### src/rtl/jump_ctrl_seq_if.sv
`default_nettype none
// ============================================================================
// Module   : jump_ctrl_seq_if
// Purpose  : Instruction-register inputs and datapath control strobes of the
//            jump/branch control-step sequencer.
// Revision : 1.0 - initial release
// ============================================================================
interface jump_ctrl_seq_if #(
    parameter int IR_WIDTH = 32
);
    logic                Run;
    logic [IR_WIDTH-1:0] IR;
    logic                CON_FF;

    logic PCout, MAR_enable, IncPC, ZLowIn, ZLowout, PC_enable;
    logic MDR_read, MDR_enable, MDRout, IR_enable;
    logic Gra, R_out, R_in, Link_sel;
    logic CON_enable, Y_enable, Cout, ALU_add;
    logic [3:0] step;
    logic instr_done, halted, illegal;

    modport slave (
        input  Run, IR, CON_FF,
        output PCout, MAR_enable, IncPC, ZLowIn, ZLowout, PC_enable,
        output MDR_read, MDR_enable, MDRout, IR_enable,
        output Gra, R_out, R_in, Link_sel,
        output CON_enable, Y_enable, Cout, ALU_add,
        output step, instr_done, halted, illegal
    );

    modport master (
        output Run, IR, CON_FF,
        input  PCout, MAR_enable, IncPC, ZLowIn, ZLowout, PC_enable,
        input  MDR_read, MDR_enable, MDRout, IR_enable,
        input  Gra, R_out, R_in, Link_sel,
        input  CON_enable, Y_enable, Cout, ALU_add,
        input  step, instr_done, halted, illegal
    );
endinterface
`default_nettype wire

### src/rtl/jump_ctrl_seq.sv
`default_nettype none
// ============================================================================
// Module   : jump_ctrl_seq
// Purpose  : Hardwired control-step sequencer: fetch with memory wait states,
//            then jr / jal / br / nop / halt execution and illegal trapping.
// Revision : 1.0 - initial release
// ============================================================================
module jump_ctrl_seq #(
    parameter int          IR_WIDTH = 32,
    parameter int          MEM_WAIT = 0,
    parameter logic [4:0]  OP_BR    = 5'b10011,
    parameter logic [4:0]  OP_JR    = 5'b10100,
    parameter logic [4:0]  OP_JAL   = 5'b10101,
    parameter logic [4:0]  OP_NOP   = 5'b11010,
    parameter logic [4:0]  OP_HALT  = 5'b11011
) (
    input  wire logic Clock,
    input  wire logic Clear,
    jump_ctrl_seq_if.slave bus
);

    typedef enum logic [3:0] {
        S_IDLE = 4'd0,
        S_T0   = 4'd1,
        S_T1   = 4'd2,
        S_WAIT = 4'd3,
        S_T2   = 4'd4,
        S_T3   = 4'd5,
        S_T4   = 4'd6,
        S_T5   = 4'd7,
        S_T6   = 4'd8,
        S_HALT = 4'd15
    } state_t;

    typedef enum logic [1:0] {
        K_NONE = 2'd0,
        K_JAL  = 2'd1,
        K_BR   = 2'd2
    } kind_t;

    localparam logic [3:0] c_WAIT_LAST = 4'(MEM_WAIT - 1);

    // Bit positions inside the strobe vector
    localparam int c_PCOUT = 17, c_MARE = 16, c_INCPC = 15, c_ZLI  = 14;
    localparam int c_ZLO   = 13, c_PCE  = 12, c_MDRR  = 11, c_MDRE = 10;
    localparam int c_MDROUT = 9, c_IRE  = 8,  c_GRA   = 7,  c_ROUT = 6;
    localparam int c_RIN   = 5,  c_LINK = 4,  c_CONE  = 3,  c_YE   = 2;
    localparam int c_COUT  = 1,  c_ADD  = 0;

    state_t     state_q, state_d;
    kind_t      kind_q,  kind_d;
    logic [3:0] wait_q,  wait_d;
    logic       illegal_q, illegal_d;

    logic [4:0]  w_opcode;
    logic        w_unused_ir;
    state_t      w_end_state;
    logic [17:0] w_str;
    logic        w_done;

    assign w_opcode    = bus.IR[IR_WIDTH-1 -: 5];
    assign w_unused_ir = ^bus.IR[IR_WIDTH-6:0];
    assign w_end_state = bus.Run ? S_T0 : S_IDLE;

    always_comb begin
        state_d   = state_q;
        kind_d    = kind_q;
        wait_d    = wait_q;
        illegal_d = illegal_q;
        case (state_q)
            S_IDLE: if (bus.Run) state_d = S_T0;
            S_T0:   state_d = S_T1;
            S_T1: begin
                wait_d  = '0;
                state_d = (MEM_WAIT == 0) ? S_T2 : S_WAIT;
            end
            S_WAIT: begin
                if (wait_q == c_WAIT_LAST) state_d = S_T2;
                else                       wait_d  = wait_q + 4'd1;
            end
            S_T2:   state_d = S_T3;
            S_T3: begin
                kind_d = K_NONE;
                case (w_opcode)
                    OP_JR, OP_NOP: state_d = w_end_state;
                    OP_JAL: begin state_d = S_T4; kind_d = K_JAL; end
                    OP_BR:  begin state_d = S_T4; kind_d = K_BR;  end
                    OP_HALT: state_d = S_HALT;
                    default: begin
                        state_d   = S_HALT;
                        illegal_d = 1'b1;
                    end
                endcase
            end
            S_T4:   state_d = (kind_q == K_JAL) ? w_end_state : S_T5;
            S_T5:   state_d = S_T6;
            S_T6:   state_d = w_end_state;
            S_HALT: state_d = S_HALT;
            default: state_d = S_IDLE;
        endcase
    end

    always_ff @(posedge Clock) begin
        if (Clear) begin
            state_q   <= S_IDLE;
            kind_q    <= K_NONE;
            wait_q    <= '0;
            illegal_q <= 1'b0;
        end else begin
            state_q   <= state_d;
            kind_q    <= kind_d;
            wait_q    <= wait_d;
            illegal_q <= illegal_d;
        end
    end

    // Strobes are decoded from the registered step; T3 looks at the freshly
    // loaded IR and T6 passes the branch condition straight to PC_enable.
    always_comb begin
        w_str  = '0;
        w_done = 1'b0;
        case (state_q)
            S_T0: begin
                w_str[c_PCOUT] = 1'b1; w_str[c_MARE] = 1'b1;
                w_str[c_INCPC] = 1'b1; w_str[c_ZLI]  = 1'b1;
            end
            S_T1: begin
                w_str[c_ZLO]  = 1'b1; w_str[c_PCE]  = 1'b1;
                w_str[c_MDRR] = 1'b1; w_str[c_MDRE] = 1'b1;
            end
            S_WAIT: begin
                w_str[c_MDRR] = 1'b1; w_str[c_MDRE] = 1'b1;
            end
            S_T2: begin
                w_str[c_MDROUT] = 1'b1; w_str[c_IRE] = 1'b1;
            end
            S_T3: begin
                case (w_opcode)
                    OP_JR: begin
                        w_str[c_GRA] = 1'b1; w_str[c_ROUT] = 1'b1;
                        w_str[c_PCE] = 1'b1; w_done = 1'b1;
                    end
                    OP_JAL: begin
                        w_str[c_PCOUT] = 1'b1; w_str[c_RIN] = 1'b1;
                        w_str[c_LINK]  = 1'b1;
                    end
                    OP_BR: begin
                        w_str[c_GRA]  = 1'b1; w_str[c_ROUT] = 1'b1;
                        w_str[c_CONE] = 1'b1;
                    end
                    OP_NOP, OP_HALT: w_done = 1'b1;
                    default: w_done = 1'b0;
                endcase
            end
            S_T4: begin
                if (kind_q == K_JAL) begin
                    w_str[c_GRA] = 1'b1; w_str[c_ROUT] = 1'b1;
                    w_str[c_PCE] = 1'b1; w_done = 1'b1;
                end else begin
                    w_str[c_PCOUT] = 1'b1; w_str[c_YE] = 1'b1;
                end
            end
            S_T5: begin
                w_str[c_COUT] = 1'b1; w_str[c_ADD] = 1'b1;
                w_str[c_ZLI]  = 1'b1;
            end
            S_T6: begin
                w_str[c_ZLO] = 1'b1;
                w_str[c_PCE] = bus.CON_FF;
                w_done       = 1'b1;
            end
            default: begin
                w_str  = '0;
                w_done = 1'b0;
            end
        endcase
    end

    assign bus.PCout      = w_str[c_PCOUT];
    assign bus.MAR_enable = w_str[c_MARE];
    assign bus.IncPC      = w_str[c_INCPC];
    assign bus.ZLowIn     = w_str[c_ZLI];
    assign bus.ZLowout    = w_str[c_ZLO];
    assign bus.PC_enable  = w_str[c_PCE];
    assign bus.MDR_read   = w_str[c_MDRR];
    assign bus.MDR_enable = w_str[c_MDRE];
    assign bus.MDRout     = w_str[c_MDROUT];
    assign bus.IR_enable  = w_str[c_IRE];
    assign bus.Gra        = w_str[c_GRA];
    assign bus.R_out      = w_str[c_ROUT];
    assign bus.R_in       = w_str[c_RIN];
    assign bus.Link_sel   = w_str[c_LINK];
    assign bus.CON_enable = w_str[c_CONE];
    assign bus.Y_enable   = w_str[c_YE];
    assign bus.Cout       = w_str[c_COUT];
    assign bus.ALU_add    = w_str[c_ADD];
    assign bus.step       = state_q;
    assign bus.instr_done = w_done;
    assign bus.halted     = (state_q == S_HALT);
    assign bus.illegal    = illegal_q;

endmodule
`default_nettype wire

### src/flat_wrapper.sv
// flat-port wrapper written by rule: the top's interface ports become plain ports
module jump_ctrl_seq_flat 
#(
    parameter int          IR_WIDTH = 32,
    parameter int          MEM_WAIT = 0,
    parameter logic [4:0]  OP_BR    = 5'b10011,
    parameter logic [4:0]  OP_JR    = 5'b10100,
    parameter logic [4:0]  OP_JAL   = 5'b10101,
    parameter logic [4:0]  OP_NOP   = 5'b11010,
    parameter logic [4:0]  OP_HALT  = 5'b11011
)
  (Clock, Clear, bus_Run, bus_IR, bus_CON_FF, bus_PCout, bus_MAR_enable, bus_IncPC, bus_ZLowIn, bus_ZLowout, bus_PC_enable, bus_MDR_read, bus_MDR_enable, bus_MDRout, bus_IR_enable, bus_Gra, bus_R_out, bus_R_in, bus_Link_sel, bus_CON_enable, bus_Y_enable, bus_Cout, bus_ALU_add, bus_step, bus_instr_done, bus_halted, bus_illegal);
  jump_ctrl_seq_if #(.IR_WIDTH(IR_WIDTH)) bus_i ();
  input  wire logic Clock;
  input  wire logic Clear;
  input wire logic [$bits(bus_i.Run)-1:0] bus_Run;
  input wire logic [$bits(bus_i.IR)-1:0] bus_IR;
  input wire logic [$bits(bus_i.CON_FF)-1:0] bus_CON_FF;
  output wire logic [$bits(bus_i.PCout)-1:0] bus_PCout;
  output wire logic [$bits(bus_i.MAR_enable)-1:0] bus_MAR_enable;
  output wire logic [$bits(bus_i.IncPC)-1:0] bus_IncPC;
  output wire logic [$bits(bus_i.ZLowIn)-1:0] bus_ZLowIn;
  output wire logic [$bits(bus_i.ZLowout)-1:0] bus_ZLowout;
  output wire logic [$bits(bus_i.PC_enable)-1:0] bus_PC_enable;
  output wire logic [$bits(bus_i.MDR_read)-1:0] bus_MDR_read;
  output wire logic [$bits(bus_i.MDR_enable)-1:0] bus_MDR_enable;
  output wire logic [$bits(bus_i.MDRout)-1:0] bus_MDRout;
  output wire logic [$bits(bus_i.IR_enable)-1:0] bus_IR_enable;
  output wire logic [$bits(bus_i.Gra)-1:0] bus_Gra;
  output wire logic [$bits(bus_i.R_out)-1:0] bus_R_out;
  output wire logic [$bits(bus_i.R_in)-1:0] bus_R_in;
  output wire logic [$bits(bus_i.Link_sel)-1:0] bus_Link_sel;
  output wire logic [$bits(bus_i.CON_enable)-1:0] bus_CON_enable;
  output wire logic [$bits(bus_i.Y_enable)-1:0] bus_Y_enable;
  output wire logic [$bits(bus_i.Cout)-1:0] bus_Cout;
  output wire logic [$bits(bus_i.ALU_add)-1:0] bus_ALU_add;
  output wire logic [$bits(bus_i.step)-1:0] bus_step;
  output wire logic [$bits(bus_i.instr_done)-1:0] bus_instr_done;
  output wire logic [$bits(bus_i.halted)-1:0] bus_halted;
  output wire logic [$bits(bus_i.illegal)-1:0] bus_illegal;
  assign bus_i.Run = bus_Run;
  assign bus_i.IR = bus_IR;
  assign bus_i.CON_FF = bus_CON_FF;
  assign bus_PCout = bus_i.PCout;
  assign bus_MAR_enable = bus_i.MAR_enable;
  assign bus_IncPC = bus_i.IncPC;
  assign bus_ZLowIn = bus_i.ZLowIn;
  assign bus_ZLowout = bus_i.ZLowout;
  assign bus_PC_enable = bus_i.PC_enable;
  assign bus_MDR_read = bus_i.MDR_read;
  assign bus_MDR_enable = bus_i.MDR_enable;
  assign bus_MDRout = bus_i.MDRout;
  assign bus_IR_enable = bus_i.IR_enable;
  assign bus_Gra = bus_i.Gra;
  assign bus_R_out = bus_i.R_out;
  assign bus_R_in = bus_i.R_in;
  assign bus_Link_sel = bus_i.Link_sel;
  assign bus_CON_enable = bus_i.CON_enable;
  assign bus_Y_enable = bus_i.Y_enable;
  assign bus_Cout = bus_i.Cout;
  assign bus_ALU_add = bus_i.ALU_add;
  assign bus_step = bus_i.step;
  assign bus_instr_done = bus_i.instr_done;
  assign bus_halted = bus_i.halted;
  assign bus_illegal = bus_i.illegal;
  jump_ctrl_seq #(.IR_WIDTH(IR_WIDTH), .MEM_WAIT(MEM_WAIT), .OP_BR(OP_BR), .OP_JR(OP_JR), .OP_JAL(OP_JAL), .OP_NOP(OP_NOP), .OP_HALT(OP_HALT)) u_core (.Clock(Clock), .Clear(Clear), .bus(bus_i));
endmodule
### config.mk
export PLATFORM = sky130hd
export DESIGN_NAME = jump_ctrl_seq_flat
export DESIGN_NICKNAME = d
export VERILOG_FILES = /design/src/rtl/jump_ctrl_seq_if.sv /design/src/rtl/jump_ctrl_seq.sv /design/src/flat_wrapper.sv
export SDC_FILE = /design/constraint.sdc
export NUM_CORES = 1
export LEC_CHECK = 0
export CAP_MARGIN = 10
export CORE_ASPECT_RATIO = 1.1
export CORE_MARGIN = 3
export CORE_UTILIZATION = 35
export CTS_CLUSTER_DIAMETER = 150
export DETAILED_ROUTE_END_ITERATION = 6
export HOLD_SLACK_MARGIN = 0.12
export PLACE_DENSITY = 0.84
export SETUP_SLACK_MARGIN = 0.2
export SLEW_MARGIN = 20
export SYNTH_ARGS = -nofsm -noshare
export SYNTH_HDL_FRONTEND = slang
export SYNTH_SLANG_ARGS = --single-unit
### constraint.sdc
create_clock -name Clock -period 2.68 [get_ports Clock]
set_input_delay 0.536 -clock Clock [delete_from_list [all_inputs] [get_ports Clock]]
set_output_delay 0.536 -clock Clock [all_outputs]
set_load 0.02 [all_outputs]
### Drive-strength map, run 1

The bar under the picture is 20 µm long.
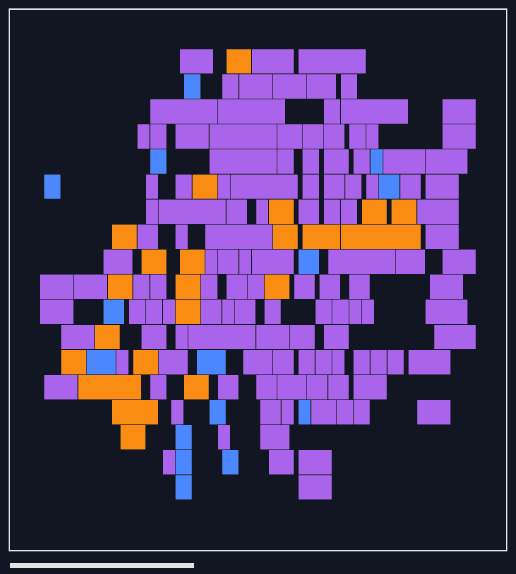
| size | color | cells | share |
|---|---|---|---|
| _3 and _4 cells | orange | 22 | 14% |
| _2 cells | blue | 15 | 9.3% |
| _0 and _1 cells | purple | 124 | 77% |
layout overhead on the synthesized area: 49.01%
buffer count excluding the clock tree in the final layout: 48

### Signal wires by layer, run 1

The bar under the picture is 20 µm long.
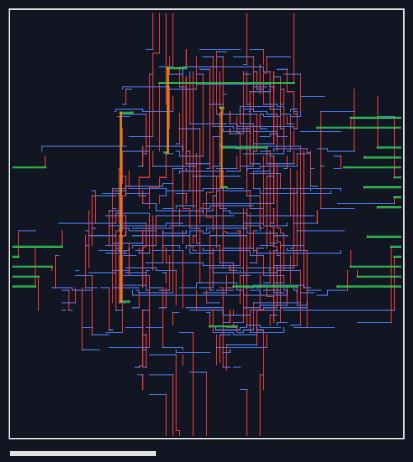
| layer | color | wire length |
|---|---|---|
| metal 1 | blue | 987 µm |
| metal 2 | red | 1250 µm |
| metal 4 | orange | 48.3 µm |
| metal 3 | green | 138 µm |

### Clock wiring as the flow saved it, run 1

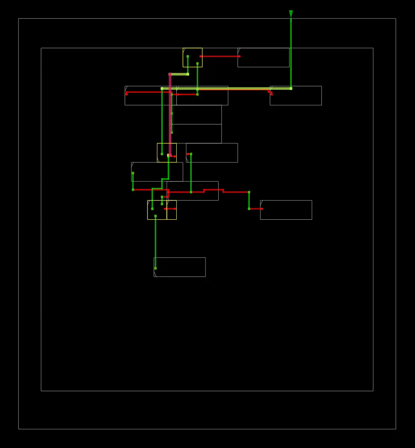
clock distribution power: 111 µW
sequential cell count: 11
number of buffers created by CTS: 3

### Sequential cells grouped by signal name, run 1

The bar under the picture is 20 µm long. Other sequential cells in the stronger gray, the rest of the logic in the fainter gray.
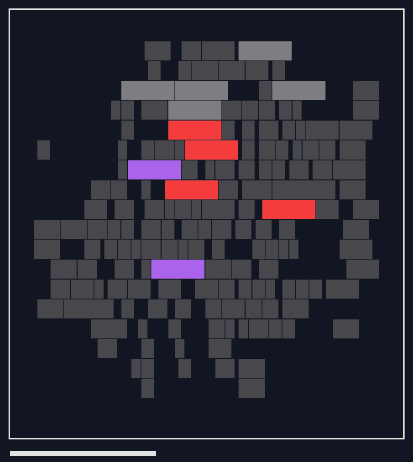
| signal | color | placed flops |
|---|---|---|
| u_core.bus.step | red | 4 |
| u_core.kind_q | purple | 2 |
not colored: 5

==> summary.json, run 1 <==
{
  "netSwitchingPower": {"value": 258.1, "unit": "µW"},
  "setup-violations-final": {"value": 0},
  "power_combinational": {"value": 365, "unit": "µW"},
  "mi_comb_area": {"value": 585.6, "unit": "µm²"},
  "wire_length_of_the_first_global_routing_pass": {"value": 4160, "unit": "µm"},
  "num_tap_cells": {"value": 30},
  "detailroute.via_count": {"value": 1039},
  "die_area": {"value": 3155, "unit": "µm²"},
  "die-height": {"value": 58.62, "unit": "µm"},
  "skew": {"value": 0.002632, "unit": "ns"},
  "power.share.switching": {"value": 39.21, "unit": "%"},
  "fraction_of_post_synthesis_cell_area_in_the_top_cell_type_by_area": {"value": 25.00, "unit": "%"},
  "bufAreaShareNonClock": {"value": 31.74, "unit": "%"},
  "grtUsageMet2": {"value": 30.45, "unit": "%"},
  "openroad.warnings": {"value": 54},
  "initCoreUtil": {"value": 37.97, "unit": "%"},
  "number_of_antenna_violations_at_the_first_check_in_global_routing": {"value": 0},
  "timing_worst_slew_pin_value": {"value": 0.5847, "unit": "ns"},
  "cts.clk_slew.worst_paths": {"value": 0.06, "unit": "ns"},
  "final_max_slew_viol_count": {"value": 0},
  "hold-path-cell-count": {"value": 2},
  "cts_root_buf": {"value": "sky130_fd_sc_hd__clkbuf_4"},
  "synth_cell_types": {"value": 44},
  "drive_above_1_share": {"value": 22.98, "unit": "%"},
  "nonClockInverterCount": {"value": 7},
  "timing.critical_path.to": {"value": "bus_R_out"},
  "post_synth_mux_area_share": {"value": 1.136, "unit": "%"},
  "aoi_share": {"value": 24.57, "unit": "%"},
  "globalRouteOverflowTotal": {"value": 0},
  "synth_area": {"value": 880.8, "unit": "µm²"},
  "hold_path_class": {"value": "reg2reg"},
  "async_reset_ff_share": {"value": 0, "unit": "%"},
  "status": {"value": "complete, no violations"},
  "irDropWorstVdd": {"value": 289.6, "unit": "µV"},
  "wl_per_cell": {"value": 12.66, "unit": "µm"},
  "min_delay_startpoint": {"value": "u_core.bus.illegal"},
  "synthesis.nets": {"value": 160},
  "top_cells_by_count": {"value": "13 x sky130_fd_sc_hd__a21oi_1, 11 x sky130_fd_sc_hd__dfxtp_1, 11 x sky130_fd_sc_hd__nand2_1"},
  "met3WireLength": {"value": 137, "unit": "µm"},
  "post-synth-top-count-cell": {"value": "sky130_fd_sc_hd__a21oi_1"},
  "io_buffer_count": {"value": 33},
  "layout_min_cycle_time": {"value": 2.425, "unit": "ns"},
  "netlist_logic_family_top": {"value": "simple AND/OR/NAND/NOR gates"},
  "grt_pass1_vias": {"value": 992},
  "sh_seq_area": {"value": 16.78, "unit": "%"},
  "hold-path-endpoint": {"value": "u_core.bus.illegal"},
  "sequentialPower": {"value": 182, "unit": "µW"},
  "fp.dieW": {"value": 53.83, "unit": "µm"},
  "power.largest_group": {"value": "combinational cells"},
  "worst_slew_margin_rel": {"value": 60.66, "unit": "%"},
  "m1WireLength": {"value": 986, "unit": "µm"},
  "r2r_slack": {"value": 1.02, "unit": "ns"},
  "comb.multi_input.count": {"value": 91},
  "post-route-cell-area": {"value": 1313, "unit": "µm²"},
  "synth_area_per_cell": {"value": 7.161, "unit": "µm²"},
  "cellLeakagePower": {"value": 0.0006335, "unit": "µW"},
  "period_used_share": {"value": 90.48, "unit": "%"},
  "clockBufferDepth": {"value": 2},
  "design_power_total": {"value": 658.1, "unit": "µW"},
  "place_congestion": {"value": 0.8623},
  "layout.cells.most_common_list": {"value": "18 x sky130_fd_sc_hd__clkdlybuf4s50_1, 15 x sky130_fd_sc_hd__buf_4, 13 x sky130_fd_sc_hd__a21oi_1, 11 x sky130_fd_sc_hd__nand2_1, 11 x sky130_fd_sc_hd__dfxtp_1"},
  "ys_flops": {"value": 11},
  "holdBufCountCts": {"value": 0},
  "synthFlopType": {"value": "sky130_fd_sc_hd__dfxtp_1"},
  "nNetsFinal": {"value": 199},
  "critPathSlowestCell": {"value": "sky130_fd_sc_hd__or4b_4"},
  "total_stage_count_of_the_critical_path": {"value": 5},
  "dr.pass1.iters": {"value": 4},
  "diodes": {"value": 0},
  "power_frac_seq": {"value": 27.7, "unit": "%"},
  "power_per_cell_area": {"value": 501.4, "unit": "nW/µm²"},
  "yosys_warnings": {"value": 0},
  "n_clock_buffer": {"value": 4},
  "bufs_and_invs_on_worst_path": {"value": 2},
  "placedInstanceArea": {"value": 1281, "unit": "µm²"},
  "grt.busiest_layer": {"value": "met2"},
  "fp-row-count": {"value": 18},
  "post_dr_vias_cell": {"value": 5.440},
  "comb_area_share": {"value": 44.61, "unit": "%"},
  "maxCapViolCount": {"value": 0},
  "detail_route.drc_violations": {"value": 0},
  "cts_tree": {"value": "built"},
  "worstPathRequired": {"value": 2.14, "unit": "ns"},
  "reg2reg_from": {"value": "u_core.wait_q[0]"},
  "floorplan.core_area": {"value": 2320, "unit": "µm²"},
  "drt_iter0_drc": {"value": 28},
  "drtAntennaViolNets": {"value": 0},
  "clockPowerShare": {"value": 16.8, "unit": "%"},
  "grt_util_all_layers": {"value": 17.48, "unit": "%"},
  "finalHoldViolCount": {"value": 0},
  "fmax": {"value": 0.4124, "unit": "GHz"},
  "rr_endpoint": {"value": "u_core.bus.step[0]"},
  "route.met2.wl": {"value": 1246, "unit": "µm"},
  "postCtsSetupBuffers": {"value": 0},
  "cts_resized": {"value": 26},
  "crit_path_max_fanout": {"value": 3},
  "critPathTopFamily": {"value": "simple AND/OR/NAND/NOR gates"},
  "wl": {"value": 2419, "unit": "µm"},
  "crit_chain": {"value": "clkdlybuf4s50_1, nor2b_2, or4b_4, nand2_1, buf_2"},
  "yosys.stat.seqShare": {"value": 25.00, "unit": "%"},
  "worst-setup-path-type": {"value": "in2out"},
  "largest_cell_class": {"value": "combinational gates"},
  "dr.max_layer_used": {"value": "met4"},
  "grt_max_degree": {"value": 19},
  "ys_cells": {"value": 123},
  "num_io_pins": {"value": 61},
  "arrival": {"value": 1.89, "unit": "ns"},
  "rsz0062_at_grt": {"value": "true"},
  "fill_cell_count": {"value": 207}
}
### I/O nets highlighted, run 1

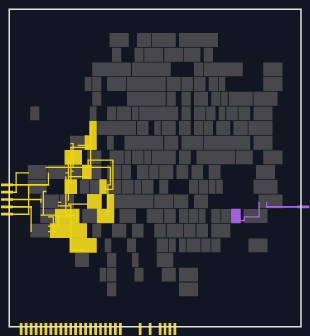

==> run 2: changes to the inputs <==
--- a/config.mk
+++ b/config.mk
@@ -11,6 +11,7 @@
 export CORE_UTILIZATION = 35
 export CTS_CLUSTER_DIAMETER = 150
 export DETAILED_ROUTE_END_ITERATION = 6
+export GPL_TIMING_DRIVEN = 0
 export HOLD_SLACK_MARGIN = 0.12
 export PLACE_DENSITY = 0.84
 export SETUP_SLACK_MARGIN = 0.2
### I/O nets highlighted, run 2

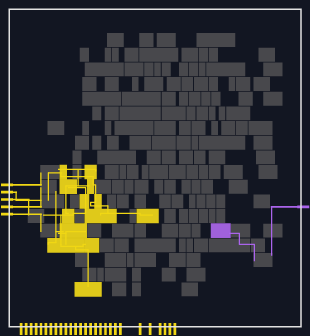
| port | color | direction | end cells | buffers | wire |
|---|---|---|---|---|---|
| bus_IR | yellow | input | 13 | 5 | 150 µm |
| bus_IR_enable | purple | output | 1 | 1 | 23.6 µm |

### Clock wiring as the flow saved it, run 2

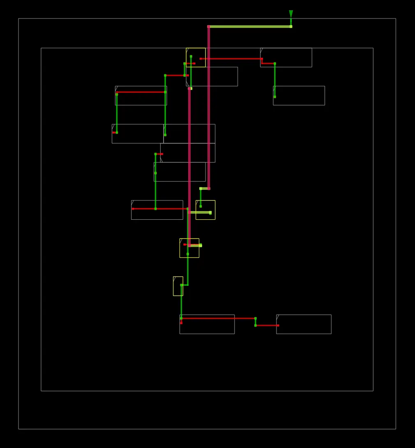
clock distribution power: 114 µW
clock tree sinks: 11
Late-Pin Clk Latency: 0.27 ns

==> run 2 against run 1 <==
Net effect:
- combinational power is 3% higher
- sequential share of layout area is 1.1 points lower
- routed wire length is 7.3% higher
- critical path type is now reg2out
- sequential cell count stayed put
- critical path depth is 3 higher
- first-iteration DRC count is 110% higher
- register-to-register slack worse by 0.15 ns
- largest cell class unchanged
- largest power group unchanged
- clock-buffer cell count stayed put
- worst setup slack worse by 0.14 ns
==> summary.json, run 2 <==
{
  "timing_worst_slew_pin_value": {"value": 0.5647, "unit": "ns"},
  "post-place-cells": {"value": 185},
  "sequentialPower": {"value": 197, "unit": "µW"},
  "globalRouteOverflowTotal": {"value": 0},
  "cts.clk_slew.worst_paths": {"value": 0.07, "unit": "ns"},
  "power.largest_group": {"value": "combinational cells"},
  "wire_length_of_the_first_global_routing_pass": {"value": 4002, "unit": "µm"},
  "post-synth-top-count-cell": {"value": "sky130_fd_sc_hd__a21oi_1"},
  "grt_pass1_vias": {"value": 952},
  "drt_iter0_drc": {"value": 58},
  "power_frac_seq": {"value": 28.6, "unit": "%"},
  "fp-row-count": {"value": 18},
  "clockPowerShare": {"value": 16.6, "unit": "%"},
  "die_area": {"value": 3155, "unit": "µm²"},
  "hold-path-cell-count": {"value": 2},
  "route.met2.wl": {"value": 1316, "unit": "µm"},
  "ys_cells": {"value": 123},
  "bufs_and_invs_on_worst_path": {"value": 4},
  "timing.critical_path.to_type": {"value": "output pin"},
  "postCtsSetupBuffers": {"value": 3},
  "design.seq.count": {"value": 11},
  "initCoreUtil": {"value": 37.97, "unit": "%"},
  "nonClockInverterCount": {"value": 7},
  "wl": {"value": 2596, "unit": "µm"},
  "critPathSlowestCell": {"value": "sky130_fd_sc_hd__or4b_4"},
  "fraction_of_post_synthesis_cell_area_in_the_top_cell_type_by_area": {"value": 25.00, "unit": "%"},
  "synthFlopType": {"value": "sky130_fd_sc_hd__dfxtp_1"},
  "top_cells_by_count": {"value": "13 x sky130_fd_sc_hd__a21oi_1, 11 x sky130_fd_sc_hd__dfxtp_1, 11 x sky130_fd_sc_hd__nand2_1"},
  "hold_path_class": {"value": "reg2reg"},
  "drive_above_1_share": {"value": 29.65, "unit": "%"},
  "grtUsageMet2": {"value": 28.55, "unit": "%"},
  "post_synth_mux_area_share": {"value": 1.136, "unit": "%"},
  "layout_min_cycle_time": {"value": 2.567, "unit": "ns"},
  "worst-setup-path-type": {"value": "reg2out"},
  "n_clock_buffer": {"value": 4},
  "bufAreaShareNonClock": {"value": 35.11, "unit": "%"},
  "cts_root_buf": {"value": "sky130_fd_sc_hd__clkbuf_4"},
  "reg2reg_from": {"value": "u_core.bus.step[1]"},
  "period_used_share": {"value": 95.78, "unit": "%"},
  "skew": {"value": 0.005085, "unit": "ns"},
  "worstPathRequired": {"value": 2.14, "unit": "ns"},
  "comb.multi_input.count": {"value": 91},
  "detail_route.drc_violations": {"value": 0},
  "arrival": {"value": 2.03, "unit": "ns"},
  "clockBufferDepth": {"value": 2},
  "cts_resized": {"value": 40},
  "grt_max_degree": {"value": 11},
  "worst_path_most_repeated_cell": {"value": "sky130_fd_sc_hd__buf_6"},
  "design_power_total": {"value": 688.5, "unit": "µW"},
  "nNetsFinal": {"value": 210},
  "power_combinational": {"value": 377, "unit": "µW"},
  "yosys.stat.seqShare": {"value": 25.00, "unit": "%"},
  "signal_buffers": {"value": 59},
  "critPathTopFamily": {"value": "simple AND/OR/NAND/NOR gates"},
  "irDropWorstVdd": {"value": 261.3, "unit": "µV"},
  "num_io_pins": {"value": 61},
  "io_buffer_count": {"value": 32},
  "met3WireLength": {"value": 182, "unit": "µm"},
  "dr.pass1.iters": {"value": 4},
  "power.share.switching": {"value": 39.41, "unit": "%"},
  "power_per_cell_area": {"value": 481.9, "unit": "nW/µm²"},
  "number_of_antenna_violations_at_the_first_check_in_global_routing": {"value": 0},
  "openroad.warnings": {"value": 55},
  "total_stage_count_of_the_critical_path": {"value": 8},
  "worst_slew_margin_rel": {"value": 62.00, "unit": "%"},
  "rsz0062_at_grt": {"value": "true"},
  "tritoncts.num_buffers": {"value": 3},
  "flow.area_growth_from_synthesis": {"value": 62.22, "unit": "%"},
  "post_dr_vias_cell": {"value": 5.322},
  "drtAntennaViolNets": {"value": 0},
  "m1WireLength": {"value": 1044, "unit": "µm"},
  "finalHoldViolCount": {"value": 0},
  "floorplan.core_area": {"value": 2320, "unit": "µm²"},
  "grt.busiest_layer": {"value": "met2"},
  "cellLeakagePower": {"value": 0.0006602, "unit": "µW"},
  "wl_per_cell": {"value": 12.85, "unit": "µm"},
  "setup-violations-final": {"value": 0},
  "largest_cell_class": {"value": "combinational gates"},
  "fmax": {"value": 0.3896, "unit": "GHz"},
  "r2r_slack": {"value": 0.87, "unit": "ns"},
  "ys_flops": {"value": 11},
  "fp.dieW": {"value": 53.83, "unit": "µm"},
  "netlist_logic_family_top": {"value": "simple AND/OR/NAND/NOR gates"},
  "cts_tree": {"value": "built"},
  "synth_area_per_cell": {"value": 7.161, "unit": "µm²"},
  "synth_cell_types": {"value": 44},
  "place_congestion": {"value": 0.8789},
  "synth_area": {"value": 880.8, "unit": "µm²"},
  "status": {"value": "complete, no violations"},
  "final_max_slew_viol_count": {"value": 0},
  "placedInstanceArea": {"value": 1239, "unit": "µm²"},
  "maxCapViolCount": {"value": 0},
  "detailroute.via_count": {"value": 1075},
  "aoi_share": {"value": 24.57, "unit": "%"},
  "layout.cells.most_common_list": {"value": "19 x sky130_fd_sc_hd__buf_4, 15 x sky130_fd_sc_hd__clkdlybuf4s50_1, 13 x sky130_fd_sc_hd__a21oi_1, 9 x sky130_fd_sc_hd__nand2_1"},
  "crit_chain": {"value": "buf_6, and4bb_1, buf_6, nand2_4, or4b_4, nand2_4, buf_6, buf_6"},
  "rr_endpoint": {"value": "u_core.kind_q[1]"},
  "holdBufCountCts": {"value": 0},
  "dr.max_layer_used": {"value": "met4"},
  "num_tap_cells": {"value": 30},
  "yosys_warnings": {"value": 0},
  "hold-path-endpoint": {"value": "u_core.bus.illegal"},
  "netSwitchingPower": {"value": 271.4, "unit": "µW"},
  "synth_adder_area_share": {"value": 1.420, "unit": "%"},
  "timing.critical_path.to": {"value": "bus_R_out"}
}
### Drive-strength map, run 2

The bar under the picture is 20 µm long.
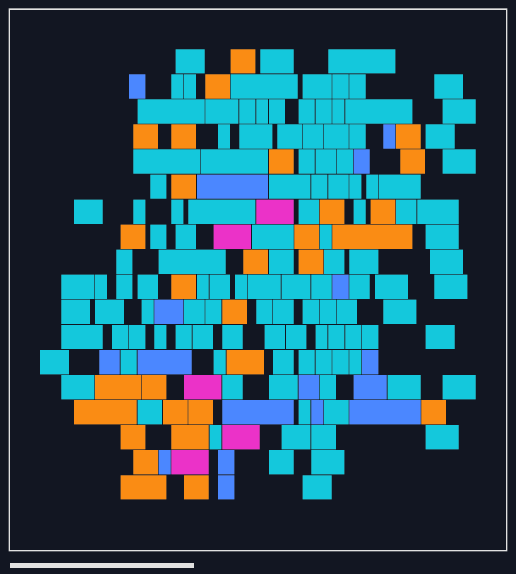
| size | color | cells | share | most used |
|---|---|---|---|---|
| _2 cells | blue | 17 | 9.9% | clkbuf_2 |
| _3 and _4 cells | orange | 29 | 17% | buf_4 |
| _6 and larger | magenta | 5 | 2.9% | buf_6 |
| _0 and _1 cells | cyan | 121 | 70% | clkdlybuf4s50_1 |
final instance area: 1429 µm²
least setup slack across all paths after layout: 0.1130 ns

No activity file was given, so power comes from the tool's default toggle rates.
